## src/rtl/pipe_sequencer.sv

```systemverilog
// Pipeline run/pause/single-step sequencer: drives the global exec enable,
// branch flush and saturating cycle/instruction counters for a 5-stage core.

package pipe_sequencer_pkg;
  // Shared opcode map, bits [15:11] of every instruction word.
  localparam logic [4:0] OP_NOP  = 5'h00;
  localparam logic [4:0] OP_BZ   = 5'h10;
  localparam logic [4:0] OP_BNZ  = 5'h11;
  localparam logic [4:0] OP_BN   = 5'h12;
  localparam logic [4:0] OP_BNN  = 5'h13;
  localparam logic [4:0] OP_BC   = 5'h14;
  localparam logic [4:0] OP_BNC  = 5'h15;
  localparam logic [4:0] OP_JMPR = 5'h16;
  localparam logic [4:0] OP_HALT = 5'h1F;

  typedef enum logic [1:0] {
    S_IDLE   = 2'b00,
    S_RUN    = 2'b01,
    S_PAUSE  = 2'b10,
    S_HALTED = 2'b11
  } seq_state_t;
endpackage

module pipe_sequencer
  import pipe_sequencer_pkg::*;
(
  input  logic        clock,
  input  logic        reset,
  input  logic        start,
  input  logic        enable,
  input  logic        step_mode,
  input  logic        step,
  input  logic [15:0] mem_ir,
  input  logic [15:0] wb_ir,
  input  logic        zf,
  input  logic        nf,
  input  logic        cf,
  output logic        state,
  output logic        flush,
  output logic        halted,
  output logic [1:0]  fsm_state,
  output logic [15:0] cycle_count,
  output logic [15:0] instr_count
);

  seq_state_t cur_state, nxt_state;
  logic       step_d;
  logic       step_fire;
  logic [4:0] mem_op;
  logic [4:0] wb_op;
  logic       wb_halt;
  logic       taken;

  assign mem_op  = mem_ir[15:11];
  assign wb_op   = wb_ir[15:11];
  assign wb_halt = (wb_op == OP_HALT);

  // Operand fields are not needed by the sequencer.
  logic unused_operands;
  assign unused_operands = ^{mem_ir[10:0], wb_ir[10:0]};

  // NOTE: all state here uses non-blocking assignments so every register
  // samples pre-edge values, matching the hardware regardless of block order.
  always_ff @(posedge clock) begin
    if (reset) begin
      cur_state   <= S_IDLE;
      step_d      <= 1'b0;
      step_fire   <= 1'b0;
      cycle_count <= 16'h0000;
      instr_count <= 16'h0000;
    end else begin
      cur_state <= nxt_state;
      step_d    <= step;
      step_fire <= (cur_state == S_PAUSE) && step_mode && step && !step_d;
      if (state && (cycle_count != 16'hFFFF))
        cycle_count <= cycle_count + 16'd1;
      if (state && (wb_op != OP_NOP) && (instr_count != 16'hFFFF))
        instr_count <= instr_count + 16'd1;
    end
  end

  // NOTE: defaults come first in every always_comb so no path leaves a
  // variable unassigned, which would otherwise infer a latch.
  always_comb begin
    nxt_state = cur_state;
    unique case (cur_state)
      S_IDLE: begin
        if (start) nxt_state = step_mode ? S_PAUSE : S_RUN;
      end
      S_RUN: begin
        if (wb_halt)                   nxt_state = S_HALTED;
        else if (!enable || step_mode) nxt_state = S_PAUSE;
      end
      S_PAUSE: begin
        // A single-stepped HALT retires during the step_fire cycle.
        if (step_fire && wb_halt)       nxt_state = S_HALTED;
        else if (enable && !step_mode)  nxt_state = S_RUN;
      end
      S_HALTED: nxt_state = S_HALTED;
      default:  nxt_state = S_IDLE;
    endcase
  end

  always_comb begin
    taken = 1'b0;
    case (mem_op)
      OP_BZ:   taken = zf;
      OP_BNZ:  taken = !zf;
      OP_BN:   taken = nf;
      OP_BNN:  taken = !nf;
      OP_BC:   taken = cf;
      OP_BNC:  taken = !cf;
      OP_JMPR: taken = 1'b1;
      default: taken = 1'b0;
    endcase
  end

  assign state     = (cur_state == S_RUN) || step_fire;
  assign flush     = state && taken;
  assign halted    = (cur_state == S_HALTED);
  assign fsm_state = cur_state;

endmodule

```

## config.mk

```make
export PLATFORM = sky130hd
export DESIGN_NAME = pipe_sequencer
export DESIGN_NICKNAME = d
export VERILOG_FILES = /design/src/rtl/pipe_sequencer.sv
export SDC_FILE = /design/constraint.sdc
export NUM_CORES = 1
export LEC_CHECK = 0
export ABC_AREA = 1
export CAP_MARGIN = 20
export CORE_AREA = 2 2 70 72
export CTS_CLUSTER_DIAMETER = 50
export DETAILED_ROUTE_END_ITERATION = 8
export DIE_AREA = 0 0 72 74
export PLACE_DENSITY = 0.85
export SLEW_MARGIN = 25
export SYNTH_ARGS = -nofsm -noshare
export SYNTH_HDL_FRONTEND = slang
export SYNTH_SLANG_ARGS = --single-unit
```

## constraint.sdc

```tcl
create_clock -name clock -period 2.7 [get_ports clock]
set_input_delay 0.675 -clock clock [delete_from_list [all_inputs] [get_ports clock]]
set_output_delay 0.675 -clock clock [all_outputs]
set_load 0.005 [all_outputs]
```

### Routed metal per tile, run 1

14 x 15 tiles, from white (low) to dark blue (high), scaled to the fullest tile. Values are wire area over tile area, all layers added.
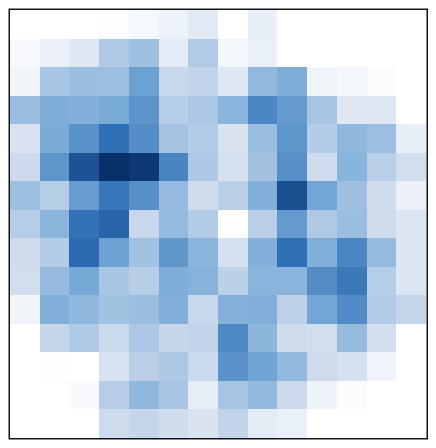
- nearly empty tiles: 17%
- tiles over half the peak: 17%
- mean over tiles: 0.15

### Logic cells by family, run 1

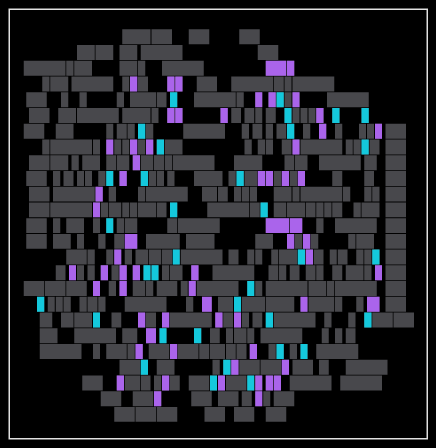
- cyan: inv cells (cells 34; most used inv_1)
- purple: nor cells (cells 63; most used nor2_1)

==> results.cfg, run 1 <==
; yosys + openroad results
[synthesis]
synthTopLogicFamily = simple AND/OR/NAND/NOR gates
yosysUniqueCellTypes = 29
ys_sh_aoi_pct = 11.9
synthArstFlopShare_pct = 0
ys_warn_count = 0
synth_top_area_share_pct = 32.9
ys_sh_xor_pct = 5.19
ys_area_mm2 = 0.00219
edf_count = 0
avgSynthCellArea_um2 = 6.37
synthFlopType = dfxtp_1
common_cells = nand2_1, nor2_1, dfxtp_1
largest_area_cell = dfxtp_1
syn_inst = 344
ys_seq_share_pct = 32.9
netlist_area_mm2 = 0.00219
ys.flops = 36
yosys_cells = 344
ys_top_cells_by_area = dfxtp_1, nand2_1, nor2_1
synthesis.nets = 387
simple_gate_area_share_pct = 40.6

[placement]
routabilityCongestion = 0.885
dp.cells = 448
portBuffers = 55
post-place-ws_ps = -98.4
postPlaceCellArea_mm2 = 0.00277

[timing]
relSlewSlack_pct = 69.8
period_needed_ps = 2560
grt_setup_unrepaired = no
tns_ps = 0
setup_violations = 0
skew_ps = 4.68
whs_ps = 388
maxSlewViolCount = 0
hold_viol_final = 0
tightest_slew_ps = 453
fin_crit_sh_pct = 94.8
layout_setup_ws_ps = 141

[critical_path]
arrival_ps = 1880
crit_path_frequent_cell = nor2_1
cp_cell_sequence = clkdlybuf4s50_1 -> nor2_1 -> a22oi_1 -> nand2_1 -> nand3_1 -> nor2_1 -> dlygate4sd2_1
critPathMaxFanout = 3
startpoint = mem_ir[12]
rr_startpoint = cycle_count[0]
r2r-end = cycle_count[14]
critPathBufInv = 2
critical_path_class = input port to output port
start_kind = input port
cp-end-kind = output port
crit_family = buffers and inverters
critical-path-max-stage-delay_ps = 500
r2r_slack_ps = 770
cp.depth = 7
worstRegToRegCells = 8
crit_slowest_cell = clkdlybuf4s50_1
crit_path_end = flush

[die]
core_area_mm2 = 0.00460
die_h_um = 74
tapCellCount = 54
rows = 25
fp-utilization_pct = 47.7
chipWidth_um = 72
chipArea_mm2 = 0.00533
io_pins = 78

[detailed_routing]
routed-wl-met2_mm = 2.52
route.detailed.drc = 0
routedLengthMet1_mm = 2.27
finalWirelength_mm = 5.09
route.met3.wl_um = 218
via_count = 2295
dr.pass1.iters = 4
top_layer_used = met4
wl_per_cell_um = 11.2

[layout]
num-nonclk-buffers = 57
ff_count = 36
clkCellAreaFrac_pct = 3.15
drive_above_1_share_pct = 8.46
fill_cells = 458
final_cell_area_mm2 = 0.00286
buffer_area_share_pct = 19.7
seqAreaFraction_pct = 25.2
fin_nets = 444
synthToLayoutAreaGrowth_pct = 30.5
final_cell_mix = nand2_1, nor2_1, clkdlybuf4s50_1, dfxtp_1, inv_1
diodes = 0
mi_logic_area_mm2 = 0.00129
n_all_inverters = 34
comb-cell-share_pct = 45.1
final_core_util_pct = 62.2
layout.area.top_class = combinational gates
fin_cells = 456
final_common_cell = nand2_1
final-seq-area_um2 = 721

[global_routing]
grt_pass1_wl_mm = 8.98
first_global_vias = 2159
grt_use_total_pct = 20.8
grt_max_degree = 18
gr-total-overflow = 0
busiest_layer = met2
use_met2_pct = 38.3
use_met3_pct = 4.07
antenna_found_initial = 0

[worst_hold_path]
worstHoldStart = step_d
holdPathEnd = step_fire
hold_class = flip-flop to flip-flop
hold-path-cell-count = 1

[clocking]
holdBufCountCts = 0
cts_tree = done
h-tree-depth = 2
postCtsSetupBuffers = 0
cts_buffer_depth = 2
clkSlewWorstSetupHoldPaths_ps = 70
ctsResizeCount = 1
clkLatencyLatePin_ps = 280
root_buffer = clkbuf_8

[pwr]
p_clk_mw = 0.391
p_seq_share_pct = 45.7
power_switching_mw = 0.382
power_frac_comb_pct = 23.5
power.total_mw = 1.27
ir_worst_vdd_mv = 0.207
pg_comb_mw = 0.300
p_seq_mw = 0.582
maxPowerGroup = sequential cells
powerDensity_mw_per_mm2 = 445
swShare_pct = 30.0

[outcome]
status = finished clean

[run]
warnings = 48
### Clock routing, run 1

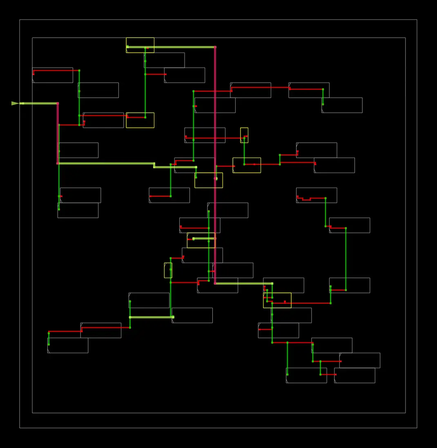
clk_buf instances: 8
Sink Count: 36

### Zoomed window, run 1

Bar = 5 µm. Window x 26 to 46, y 42 to 62 µm. Cells in grey, sequential cells in the stronger grey; small squares are vias.
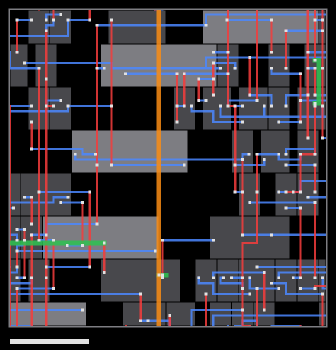

--- run 2 (diff from run 1) ---
--- a/config.mk
+++ b/config.mk
@@ -8,9 +8,11 @@
 export ABC_AREA = 1
 export CAP_MARGIN = 20
-export CORE_AREA = 2 2 70 72
+export CELL_PAD_IN_SITES_DETAIL_PLACEMENT = 1
+export CELL_PAD_IN_SITES_GLOBAL_PLACEMENT = 2
+export CORE_AREA = 2 2 97 99
 export CTS_CLUSTER_DIAMETER = 50
 export DETAILED_ROUTE_END_ITERATION = 8
-export DIE_AREA = 0 0 72 74
-export PLACE_DENSITY = 0.85
+export DIE_AREA = 0 0 99 101
+export PLACE_DENSITY_LB_ADDON = 0.25
 export SLEW_MARGIN = 25
 export SYNTH_ARGS = -nofsm -noshare
==> constraint.sdc (replaced) <==
create_clock -name clock -period 2.7 [get_ports clock]
set_input_delay 0.27 -clock clock [delete_from_list [all_inputs] [get_ports clock]]
set_output_delay 0.27 -clock clock [all_outputs]
set_load 0.005 [all_outputs]
### Zoomed window, run 2

Bar = 5 µm. Window x 40 to 60, y 61 to 81 µm. Cells in grey, sequential cells in the stronger grey; small squares are vias.
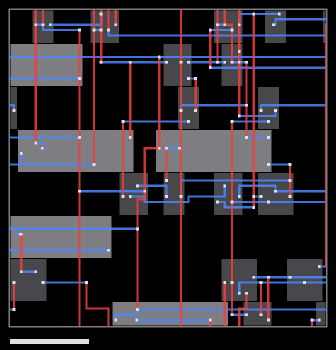
- red: M2
- blue: M1
- sequential cells in the window: 5
- most frequent: nand3_1 (5), dfxtp_1 (5), nand2_1 (3)
- netlist names of flops here include: `instr_count` (3), `cycle_count` (2)
- cells with their middle in the window: 21

### Routed metal per tile, run 2

20 x 20 tiles, from white (low) to dark blue (high), scaled to the fullest tile. Values are wire area over tile area, all layers added.
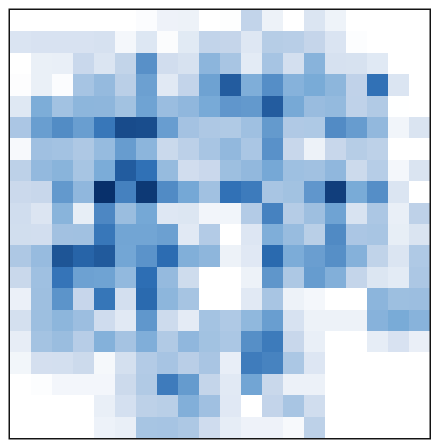
- tiles over half the peak: 18%
- densest ninth of the die: west
- mean over tiles: 0.097

==> run 2 against run 1 <==
Compared with the run above: total power increased by 3.7%; cell area increased by 2.7%; count of clock-buffer cells in the layout decreased by 1; critical path type is now flip-flop to output port; largest cell class unchanged; largest power group unchanged.
==> results.cfg, run 2 <==
; yosys + openroad results
[clocking]
root_buffer = clkbuf_8
clkSlewWorstSetupHoldPaths_ps = 80
clkLatencyLatePin_ps = 290
ctsResizeCount = 0
postCtsSetupBuffers = 0

[pwr]
p_seq_mw = 0.583
ir_worst_vdd_mv = 0.156
power_frac_comb_pct = 23.9
p_seq_share_pct = 44.1
powerDensity_mw_per_mm2 = 449
power.total_mw = 1.32
power_switching_mw = 0.425
p_clk_mw = 0.423

[synthesis]
ys_top_cells_by_area = dfxtp_1, nand2_1, nor2_1
ys_seq_share_pct = 32.9
largest_area_cell = dfxtp_1
avgSynthCellArea_um2 = 6.37
ys.flops = 36
synthesis.nets = 387
ys_area_mm2 = 0.00219
syn_inst = 344
ys_warn_count = 0
edf_count = 0
synthTopLogicFamily = simple AND/OR/NAND/NOR gates
ys_sh_xor_pct = 5.19

[detailed_routing]
dr.pass1.iters = 4
top_layer_used = met4
finalWirelength_mm = 6.38
route.detailed.drc = 0
wl_per_cell_um = 12.4
routed-wl-met2_mm = 3.03
routedLengthMet1_mm = 3.11

[run]
warnings = 48

[die]
rows = 35
io_pins = 78
core_area_mm2 = 0.00898
fp-utilization_pct = 24.4
tapCellCount = 111
die_h_um = 101
chipWidth_um = 99
chipArea_mm2 = 0.0100

[placement]
postPlaceCellArea_mm2 = 0.00284
dp.cells = 505
post-place-ws_ps = 689

[layout]
diodes = 0
fin_cells = 513
ff_count = 36
final_cell_area_mm2 = 0.00294
num-nonclk-buffers = 57
fill_cells = 1143
n_clock_buffer = 7
final_core_util_pct = 32.7
fin_nets = 444
mi_logic_area_mm2 = 0.00129
seqAreaFraction_pct = 24.5

[critical_path]
startpoint = fsm_state[0]
crit_slowest_cell = clkdlybuf4s50_1
crit_family = buffers and inverters
arrival_ps = 1780
rr_startpoint = cycle_count[0]
critPathMaxFanout = 6

[timing]
period_needed_ps = 2050
tightest_slew_ps = 475
layout_setup_ws_ps = 654
relSlewSlack_pct = 68.3
tns_ps = 0
maxSlewViolCount = 0
skew_ps = 8.99

[global_routing]
antenna_found_initial = 0
busiest_layer = met2
grt_max_degree = 24
use_met2_pct = 24.3

[worst_hold_path]
holdPathEnd = step_fire

[outcome]
status = finished clean
No activity file was given, so power comes from the tool's default toggle rates.
